<file path="src/rtl/conv_pixel_streamer.sv">
// Streams one raster-order frame from a single-port image RAM (1-cycle read latency)
// onto the accelerator's valid/pixel interface, sequenced by start/done.
module conv_pixel_streamer #(
  parameter int unsigned IMG_WIDTH  = 28,
  parameter int unsigned IMG_HEIGHT = 28,
  parameter int unsigned DATA_WIDTH = 8,
  parameter int unsigned ADDR_WIDTH = 10
) (
  input  logic                  clk,
  input  logic                  rst,
  input  logic                  start,
  input  logic [ADDR_WIDTH-1:0] base_addr,
  input  logic                  pause,
  output logic                  mem_rd_en,
  output logic [ADDR_WIDTH-1:0] mem_addr,
  input  logic [DATA_WIDTH-1:0] mem_rdata,
  output logic                  valid_out,
  output logic [DATA_WIDTH-1:0] pixel_out,
  output logic                  row_last,
  output logic                  frame_last,
  output logic                  busy,
  output logic                  done
);

  localparam int unsigned COL_W = (IMG_WIDTH > 1) ? $clog2(IMG_WIDTH) : 1;
  localparam int unsigned ROW_W = (IMG_HEIGHT > 1) ? $clog2(IMG_HEIGHT) : 1;
  localparam logic [COL_W-1:0] COL_MAX = COL_W'(IMG_WIDTH - 1);
  localparam logic [ROW_W-1:0] ROW_MAX = ROW_W'(IMG_HEIGHT - 1);

  typedef enum logic [1:0] {StIdle, StRun, StDrain, StDone} state_e;

  state_e                  state_q, state_d;
  logic [COL_W-1:0]        col_q, col_d;
  logic [ROW_W-1:0]        row_q, row_d;
  logic [ADDR_WIDTH-1:0]   addr_q, addr_d;
  logic                    rd_issue;
  logic                    last_col, last_row;

  // Stage 1: read in flight (RAM data appears this cycle).
  logic                    s1_valid_q, s1_row_last_q, s1_frame_last_q;
  // Stage 2: registered pixel presented to the accelerator.
  logic                    valid_q, row_last_q, frame_last_q;
  logic [DATA_WIDTH-1:0]   pixel_q;

  assign last_col = (col_q == COL_MAX);
  assign last_row = (row_q == ROW_MAX);

  always_comb begin
    state_d  = state_q;
    col_d    = col_q;
    row_d    = row_q;
    addr_d   = addr_q;
    rd_issue = 1'b0;
    unique case (state_q)
      StIdle: begin
        if (start) begin
          state_d = StRun;
          col_d   = '0;
          row_d   = '0;
          addr_d  = base_addr;
        end
      end
      StRun: begin
        if (!pause) begin
          rd_issue = 1'b1;
          // Raster order makes base + row*W + col a simple running increment.
          addr_d   = addr_q + 1'b1;
          if (last_col) begin
            col_d = '0;
            if (last_row) begin
              row_d   = '0;
              state_d = StDrain;
            end else begin
              row_d = row_q + 1'b1;
            end
          end else begin
            col_d = col_q + 1'b1;
          end
        end
      end
      StDrain: begin
        if (valid_q && frame_last_q) begin
          state_d = StDone;
        end
      end
      StDone: begin
        state_d = StIdle;
      end
      default: begin
        state_d = StIdle;
      end
    endcase
  end

  always_ff @(posedge clk) begin
    if (rst) begin
      state_q <= StIdle;
      col_q   <= '0;
      row_q   <= '0;
      addr_q  <= '0;
    end else begin
      state_q <= state_d;
      col_q   <= col_d;
      row_q   <= row_d;
      addr_q  <= addr_d;
    end
  end

  always_ff @(posedge clk) begin
    if (rst) begin
      s1_valid_q      <= 1'b0;
      s1_row_last_q   <= 1'b0;
      s1_frame_last_q <= 1'b0;
      valid_q         <= 1'b0;
      row_last_q      <= 1'b0;
      frame_last_q    <= 1'b0;
      pixel_q         <= '0;
    end else begin
      s1_valid_q      <= rd_issue;
      s1_row_last_q   <= rd_issue && last_col;
      s1_frame_last_q <= rd_issue && last_col && last_row;
      valid_q         <= s1_valid_q;
      row_last_q      <= s1_valid_q && s1_row_last_q;
      frame_last_q    <= s1_valid_q && s1_frame_last_q;
      // Hold the last pixel across gaps.
      if (s1_valid_q) begin
        pixel_q <= mem_rdata;
      end
    end
  end

  assign mem_rd_en  = rd_issue;
  assign mem_addr   = addr_q;
  assign valid_out  = valid_q;
  assign pixel_out  = pixel_q;
  assign row_last   = row_last_q;
  assign frame_last = frame_last_q;
  assign busy       = (state_q != StIdle);
  assign done       = (state_q == StDone);

endmodule

</file>
<file path="config.mk">
export PLATFORM = sky130hd
export DESIGN_NAME = conv_pixel_streamer
export DESIGN_NICKNAME = d
export VERILOG_FILES = /design/src/rtl/conv_pixel_streamer.sv
export SDC_FILE = /design/constraint.sdc
export NUM_CORES = 1
export LEC_CHECK = 0
export CAP_MARGIN = 20
export CORE_ASPECT_RATIO = 1.5
export CORE_MARGIN = 2
export CORE_UTILIZATION = 53
export CTS_BUF_LIST = sky130_fd_sc_hd__clkbuf_8 sky130_fd_sc_hd__clkbuf_16
export CTS_CLUSTER_DIAMETER = 100
export DETAILED_ROUTE_END_ITERATION = 10
export GPL_ROUTABILITY_DRIVEN = 1
export PLACE_DENSITY = 0.93
export SYNTH_ARGS = -nofsm -noshare
export SYNTH_HDL_FRONTEND = slang
export SYNTH_SLANG_ARGS = --single-unit
</file>
<file path="constraint.sdc">
create_clock -name clk -period 3.95 [get_ports clk]
set_input_delay 0.79 -clock clk [delete_from_list [all_inputs] [get_ports clk]]
set_output_delay 0.79 -clock clk [all_outputs]
set_load 0.02 [all_outputs]
</file>
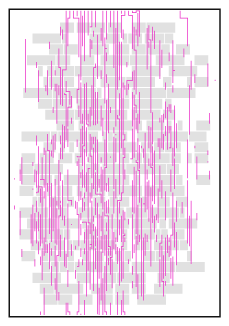
(run_1/met2.png)
Drawn at 4 px/um. Cells faint in the background.
longest straight run: 26.5 um
share of all routed wire: 55%
wire length on this layer: 2350 um
main direction: vertical
nets with wire on the layer: 243
routing usage on met2: 40.4%
via count: 1687
Total Routed Length: 4.31 mm

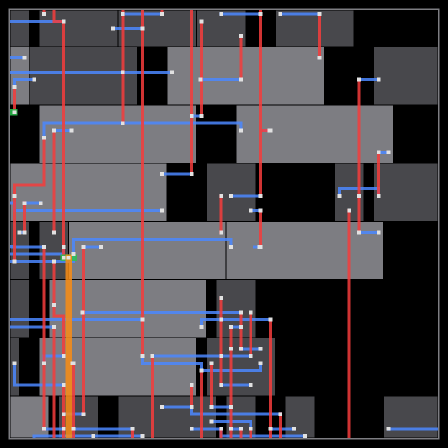
(run_1/zoom.png)
Region (29, 47) to (49, 67) um. Cells in grey, sequential cells in the stronger grey; small squares are vias.
[orange] met4
[blue] met1
[red] met2
[green] met3
most frequent: dfxtp_1 (8), clkdlybuf4s50_1 (5)
netlist names of flops here include: state_q (2)
cells with their middle in the window: 26
sequential cells in the window: 8

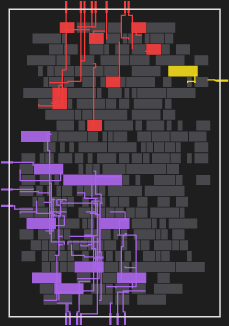
(run_1/port_nets.png)
Drawn at 4 px/um.
[purple] mem_addr | direction: output | end cells: 10 | buffers: 10 | wire: 473 um
[red] mem_rdata | direction: input | end cells: 8 | buffers: 8 | wire: 158 um
[yellow] valid_out | direction: output | end cells: 1 | buffers: 1 | wire: 7.70 um
number of I/O port buffers: 45
Ports: 46

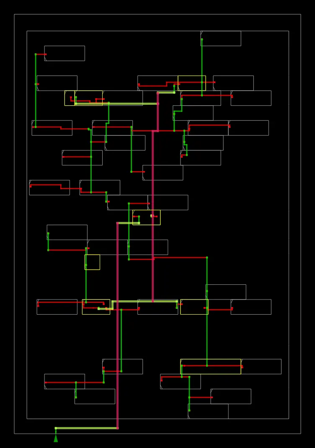
(run_1/final_clocks.png)
Clk power: 0.325 mW
latest clock arrival within the worst-skew pair: 290 ps

==> flow_summary.rst, run 1 <==
Flow metrics
------------

.. list-table::
   :header-rows: 1

   * - Metric
     - Value
   * - Highest-count cells in the layout ignoring fill and taps
     - sky130_fd_sc_hd__clkdlybuf4s50_1, sky130_fd_sc_hd__dfxtp_1, sky130_fd_sc_hd__nor2_1
   * - Biggest area consumer among synthesized cells
     - sky130_fd_sc_hd__dfxtp_1
   * - Maximum net fanout on the critical path
     - 31
   * - Maximum VDD drop
     - 573 uV
   * - Type of element launching the critical path
     - flip-flop
   * - DRC violation total after the first TritonRoute iteration
     - 34
   * - Antenna cell count
     - 0
   * - Highest Clock Rate
     - about 300 MHz
   * - Drt pass-1 iters
     - 4
   * - Vertical die size
     - roughly 76 um
   * - Number of synthesized flops with an enable pin
     - 0
   * - Transition time at the pin with the least slew margin
     - ~600 ps
   * - Number of OpenROAD warnings
     - 30
   * - Post-layout instance count excluding filler cells
     - between 200 and 300
   * - Post-synthesis sequential element count
     - 36
   * - Crit end category
     - primary output
   * - Placer's final routability congestion estimate
     - roughly 0.84
   * - Antenna Violating Nets Remaining
     - 0
   * - Placeable core region
     - between 3000 and 4000 um^2
   * - RSZ-0062 raised after global routing
     - no
   * - Total power of the final layout
     - 1.59 mW
   * - Max Slew Vio Count
     - 0
   * - Post-synth cell types
     - between 40 and 50
   * - Status
     - finished, final reports clean
   * - Largest stage delay on the critical path
     - 650 ps
   * - Largest net degree at the start of global routing
     - 32
   * - Required time at the endpoint of the critical path
     - 3160 ps
   * - Initial core utilization
     - 54.9%
   * - Fillers
     - roughly 280
   * - Buffering stage count on the worst path with inverters included
     - 4
   * - Area of the mapped netlist
     - about 1900 um^2
   * - Normalized max-slew margin
     - between 60 and 70%
   * - Via count of the first global-routing pass
     - roughly 1600
   * - Tally of max-capacitance violations
     - 0
   * - Warning count from the yosys run
     - 0
   * - Period Utilization, post-route
     - between 80% and 90%
   * - Final setup skew
     - ~2.4 ps
   * - Time the final worst path needs with I/O delays and setup
     - roughly 3300 ps
   * - Clock tree sinks
     - 36
run 1: synth_stat cells (all sizes together) (2+ instances only):
cell type  count
a2111oi        4
a211oi         4
a21oi         13
a311oi         2
a31o           2
a31oi          2
a32o           2
and2           5
and3           2
and4           2
buf            6
clkbuf         5
dfxtp         36
ha             8
inv            8
mux2i         10
nand2          9
nand3          3
nand3b         2
nand4          4
nand4b         2
nor2          24
nor2b          4
nor3           9
nor3b          3
o21a           2
o21ai         19
xnor2          2
run 1: worst reg2reg max path, cell delays in order (launching register included):
cell                      delay [ps]
sky130_fd_sc_hd__dfxtp_1         370
sky130_fd_sc_hd__inv_1           100
sky130_fd_sc_hd__ha_1            180
sky130_fd_sc_hd__buf_4           230
sky130_fd_sc_hd__and2_2          300
sky130_fd_sc_hd__nor3_4          530
sky130_fd_sc_hd__o21ai_0         210
sky130_fd_sc_hd__a32o_1          290
run 1: where the power goes:
group / switching, mW / internal, mW
sequential: 0.0932 / 0.434
combinational: 0.426 / 0.309
clock: 0.138 / 0.187
run 1: per-stage QoR:
step                util, %  setup slack (ps)  hold WS (ps)
floorplan                 -              1770           406
global placement       68.6              1060           408
detailed placement     68.6               998           415
CTS                    71.9               680           433
global route           71.9               475           449
finish                 71.9               670           428
run 1: registers in the layout, summed over array words and instances, names as in the netlist:
register and count:
col_q 5, frame_last 1, mem_addr 10, pixel_out 8
row_last 1, row_q 5, s1_frame_last_q 1, s1_row_last_q 1
s1_valid_q 1, state_q 2, valid_out 1
run 1: cell families (layout without fill, tap and decap cells):
| group | count (synthesis) | after routing | share of synthesized area [%] |
|---|---|---|---|
| buffers and inverters | 20 | 64 | 4.65 |
| XOR/XNOR | 2 | 2 | 0.944 |
| multiplexers | 10 | 10 | 5.39 |
| AND/OR/NAND/NOR | 73 | 73 | 23.0 |
| AND-OR/OR-AND | 55 | 55 | 21.8 |
| flip-flops | 36 | 36 | 38.8 |
| adder cells (fa/ha/maj) | 8 | 8 | 5.39 |
run 1: metal layers:
metal  part of all wire [%]  global-route usage [%]
met2                     55                    40.4
met3                    3.5                    4.90
met4                    2.4                    10.0
met5                      0                       0
met1                     39                    28.0
run 1: layout make-up:
class | instances | share of cell area, %
Clock inverter | 3 | 1.75
Inverter | 9 | 1.39
Clock buffer | 5 | 2.83
Sequential cell | 36 | 29.6
Multi-Input combinational cell | 148 | 43.1
Tap cell | 42 | 2.16
Timing Repair Buffer | 47 | 19.1
run 1: path summary, 6_finish.rpt:
kind                                 startpoint          to  slack (ps)  cells past startpoint
worst max-delay path                 state_q[1]   mem_rd_en         670                      6
worst min-delay path            s1_frame_last_q  frame_last         430                      1
worst max register to register       state_q[1]    col_q[4]        1640                      7
worst min register to register  s1_frame_last_q  frame_last         430                      1
==> run_1/metal_stack.png <==
Drawn at 8 px/um. Only two layers are drawn.
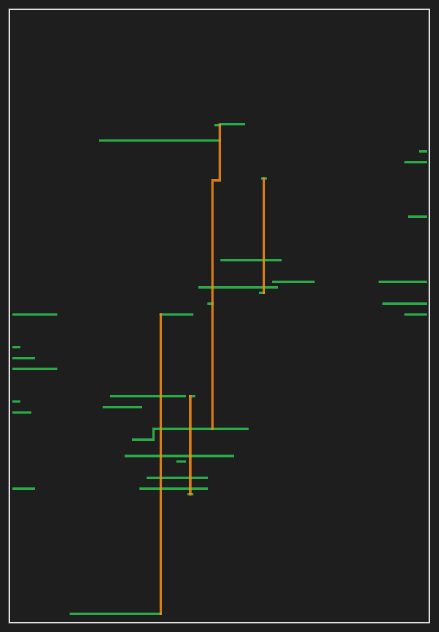

## Run 2: what changed since run 1
--- a/config.mk
+++ b/config.mk
@@ -8,12 +8,12 @@
 export CAP_MARGIN = 20
 export CORE_ASPECT_RATIO = 1.5
 export CORE_MARGIN = 2
-export CORE_UTILIZATION = 53
+export CORE_UTILIZATION = 49
 export CTS_BUF_LIST = sky130_fd_sc_hd__clkbuf_8 sky130_fd_sc_hd__clkbuf_16
 export CTS_CLUSTER_DIAMETER = 100
 export DETAILED_ROUTE_END_ITERATION = 10
 export GPL_ROUTABILITY_DRIVEN = 1
-export PLACE_DENSITY = 0.93
+export PLACE_DENSITY = 0.88
 export SYNTH_ARGS = -nofsm -noshare
 export SYNTH_HDL_FRONTEND = slang
 export SYNTH_SLANG_ARGS = --single-unit
==> constraint.sdc (replaced) <==
create_clock -name clk -period 3.2 [get_ports clk]
set_input_delay 0.64 -clock clk [delete_from_list [all_inputs] [get_ports clk]]
set_output_delay 0.64 -clock clk [all_outputs]
set_load 0.02 [all_outputs]
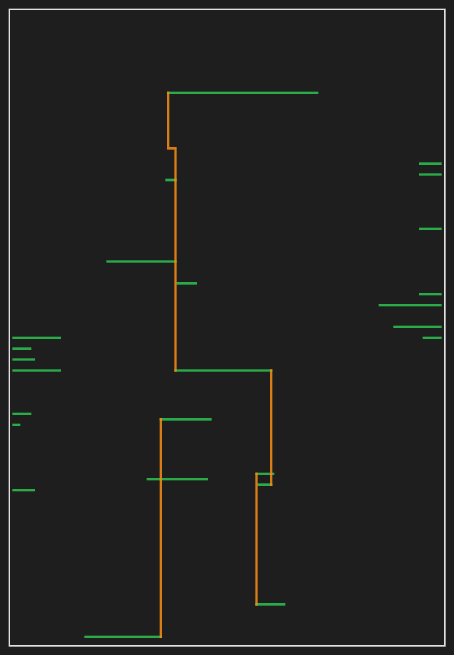
(run_2/metal_stack.png)
Drawn at 8 px/um. Only two layers are drawn.
[green] met3 | wire length: 120 um
[orange] met4 | wire length: 93.4 um
via count: 1624
routed len/inst: 13.6 um
total routing resource utilization after global routing: 20.5%
Total Routed Length: 3.95 mm

==> flow_summary.rst, run 2 <==
Flow metrics
------------

.. list-table::
   :header-rows: 1

   * - Metric
     - Value
   * - Status
     - finished, final reports clean
   * - Fillers
     - 313
   * - Placer's final routability congestion estimate
     - between 0.7 and 0.8
   * - Biggest area consumer among synthesized cells
     - sky130_fd_sc_hd__dfxtp_1
   * - Placeable core region
     - about 3600 um^2
   * - Period Utilization, post-route
     - a little under 90%
   * - Clock tree sinks
     - 36
   * - Vertical die size
     - ~79 um
   * - Max Slew Vio Count
     - 0
   * - Sw frac
     - between 40% and 50%
   * - Post-layout instance count excluding filler cells
     - between 200 and 300
   * - Antenna cell count
     - 0
   * - Time the final worst path needs with I/O delays and setup
     - between 2000 and 3000 ps
   * - Largest stage delay on the critical path
     - 630 ps
   * - Ports
     - ~46
   * - Crit end category
     - primary output
   * - Final-layout worst hold slack
     - between 400 and 500 ps
   * - Number of OpenROAD warnings
     - 30
   * - Highest-count cells in the layout ignoring fill and taps
     - sky130_fd_sc_hd__clkdlybuf4s50_1, sky130_fd_sc_hd__dfxtp_1, sky130_fd_sc_hd__nor2_1
   * - Number of synthesized flops with an enable pin
     - 0
   * - Maximum VDD drop
     - slightly above 600 uV
   * - Net load switching power
     - 0.789 mW
   * - Antenna Violating Nets Remaining
     - 0
   * - RSZ-0062 raised after global routing
     - no
   * - Drt pass-1 iters
     - 4
   * - Register share of total power
     - approximately 35%
   * - Number of I/O port buffers
     - approximately 45
   * - Via count of the first global-routing pass
     - about 1500
   * - Post-synthesis sequential element count
     - 36
   * - Initial core utilization
     - approximately 51%
   * - Comb pwr share
     - between 40% and 50%
   * - Latest clock arrival within the worst-skew pair
     - about 290 ps
[run 2: logic make-up (layout without fill, tap and decap cells)]
logic type / Yosys count / in the layout / synth area share (%)
multiplexers: 10 / 10 / 5.39
buffers and inverters: 20 / 64 / 4.65
flip-flops: 36 / 36 / 38.8
AND-OR/OR-AND: 55 / 55 / 21.8
XOR/XNOR: 2 / 2 / 0.944
AND/OR/NAND/NOR: 73 / 73 / 23.0
adder cells (fa/ha/maj): 8 / 8 / 5.39
[run 2: power groups by stage]
stage	clock (mW)	sequential (mW)	combinational [mW]
2_1_floorplan	0	0.702	0.585
3_3_place_gp	0	0.655	0.881
3_5_place_dp	0	0.655	0.898
4_1_cts	0.340	0.646	0.903
5_1_grt	0.357	0.662	0.991
6_report	0.334	0.649	0.895
[run 2: final timing paths]
kind	from	to	slack (ps)	depth (start not counted)
worst max-delay path	state_q[1]	mem_rd_en	410	5
worst min-delay path	s1_frame_last_q	frame_last	440	1
worst min register to register	s1_frame_last_q	frame_last	440	1
worst max register to register	state_q[1]	col_q[3]	910	7
[run 2: worst max-delay path, delay by kind of cell, from the launching register on]
family                   cells  cell delay [ps]
AND/OR/NAND/NOR              1              270
buffers and inverters        3             1070
flip-flops                   1              340
adder cells (fa/ha/maj)      1              180
[run 2: cell type report]
| type | instances | area [um^2] | share of cell area [%] |
|---|---|---|---|
| multi-input cells | 148 | 1050 | 43.4 |
| flip-flops and latches | 36 | 721 | 29.8 |
| repair buffers | 47 | 465 | 19.3 |
| clock buffers | 6 | 82.6 | 3.42 |
| well taps | 43 | 53.8 | 2.23 |
| inverters | 9 | 33.8 | 1.40 |
| clock inverters | 2 | 10.0 | 0.414 |
[run 2: routing by layer]
layer | wire, um | vias up | track usage (%)
met3 | 119 | 10 | 4.49
met2 | 2030 | 27 | 33.9
met5 | 0 | - | 0
li1 | - | 830 | -
met4 | 93 | 0 | 9.75
met1 | 1710 | 757 | 24.0
[run 2: per-stage QoR]
stage | setup slack, ps | utilization, % | power [mW]
global route | 280 | 66.2 | 2.01
floorplan | 1170 | - | 1.29
finish | 407 | 66.2 | 1.88
CTS | 396 | 66.2 | 1.89
detailed placement | 635 | 63.7 | 1.55
global placement | 697 | 63.7 | 1.54
Power and IR drop assume default switching activity.
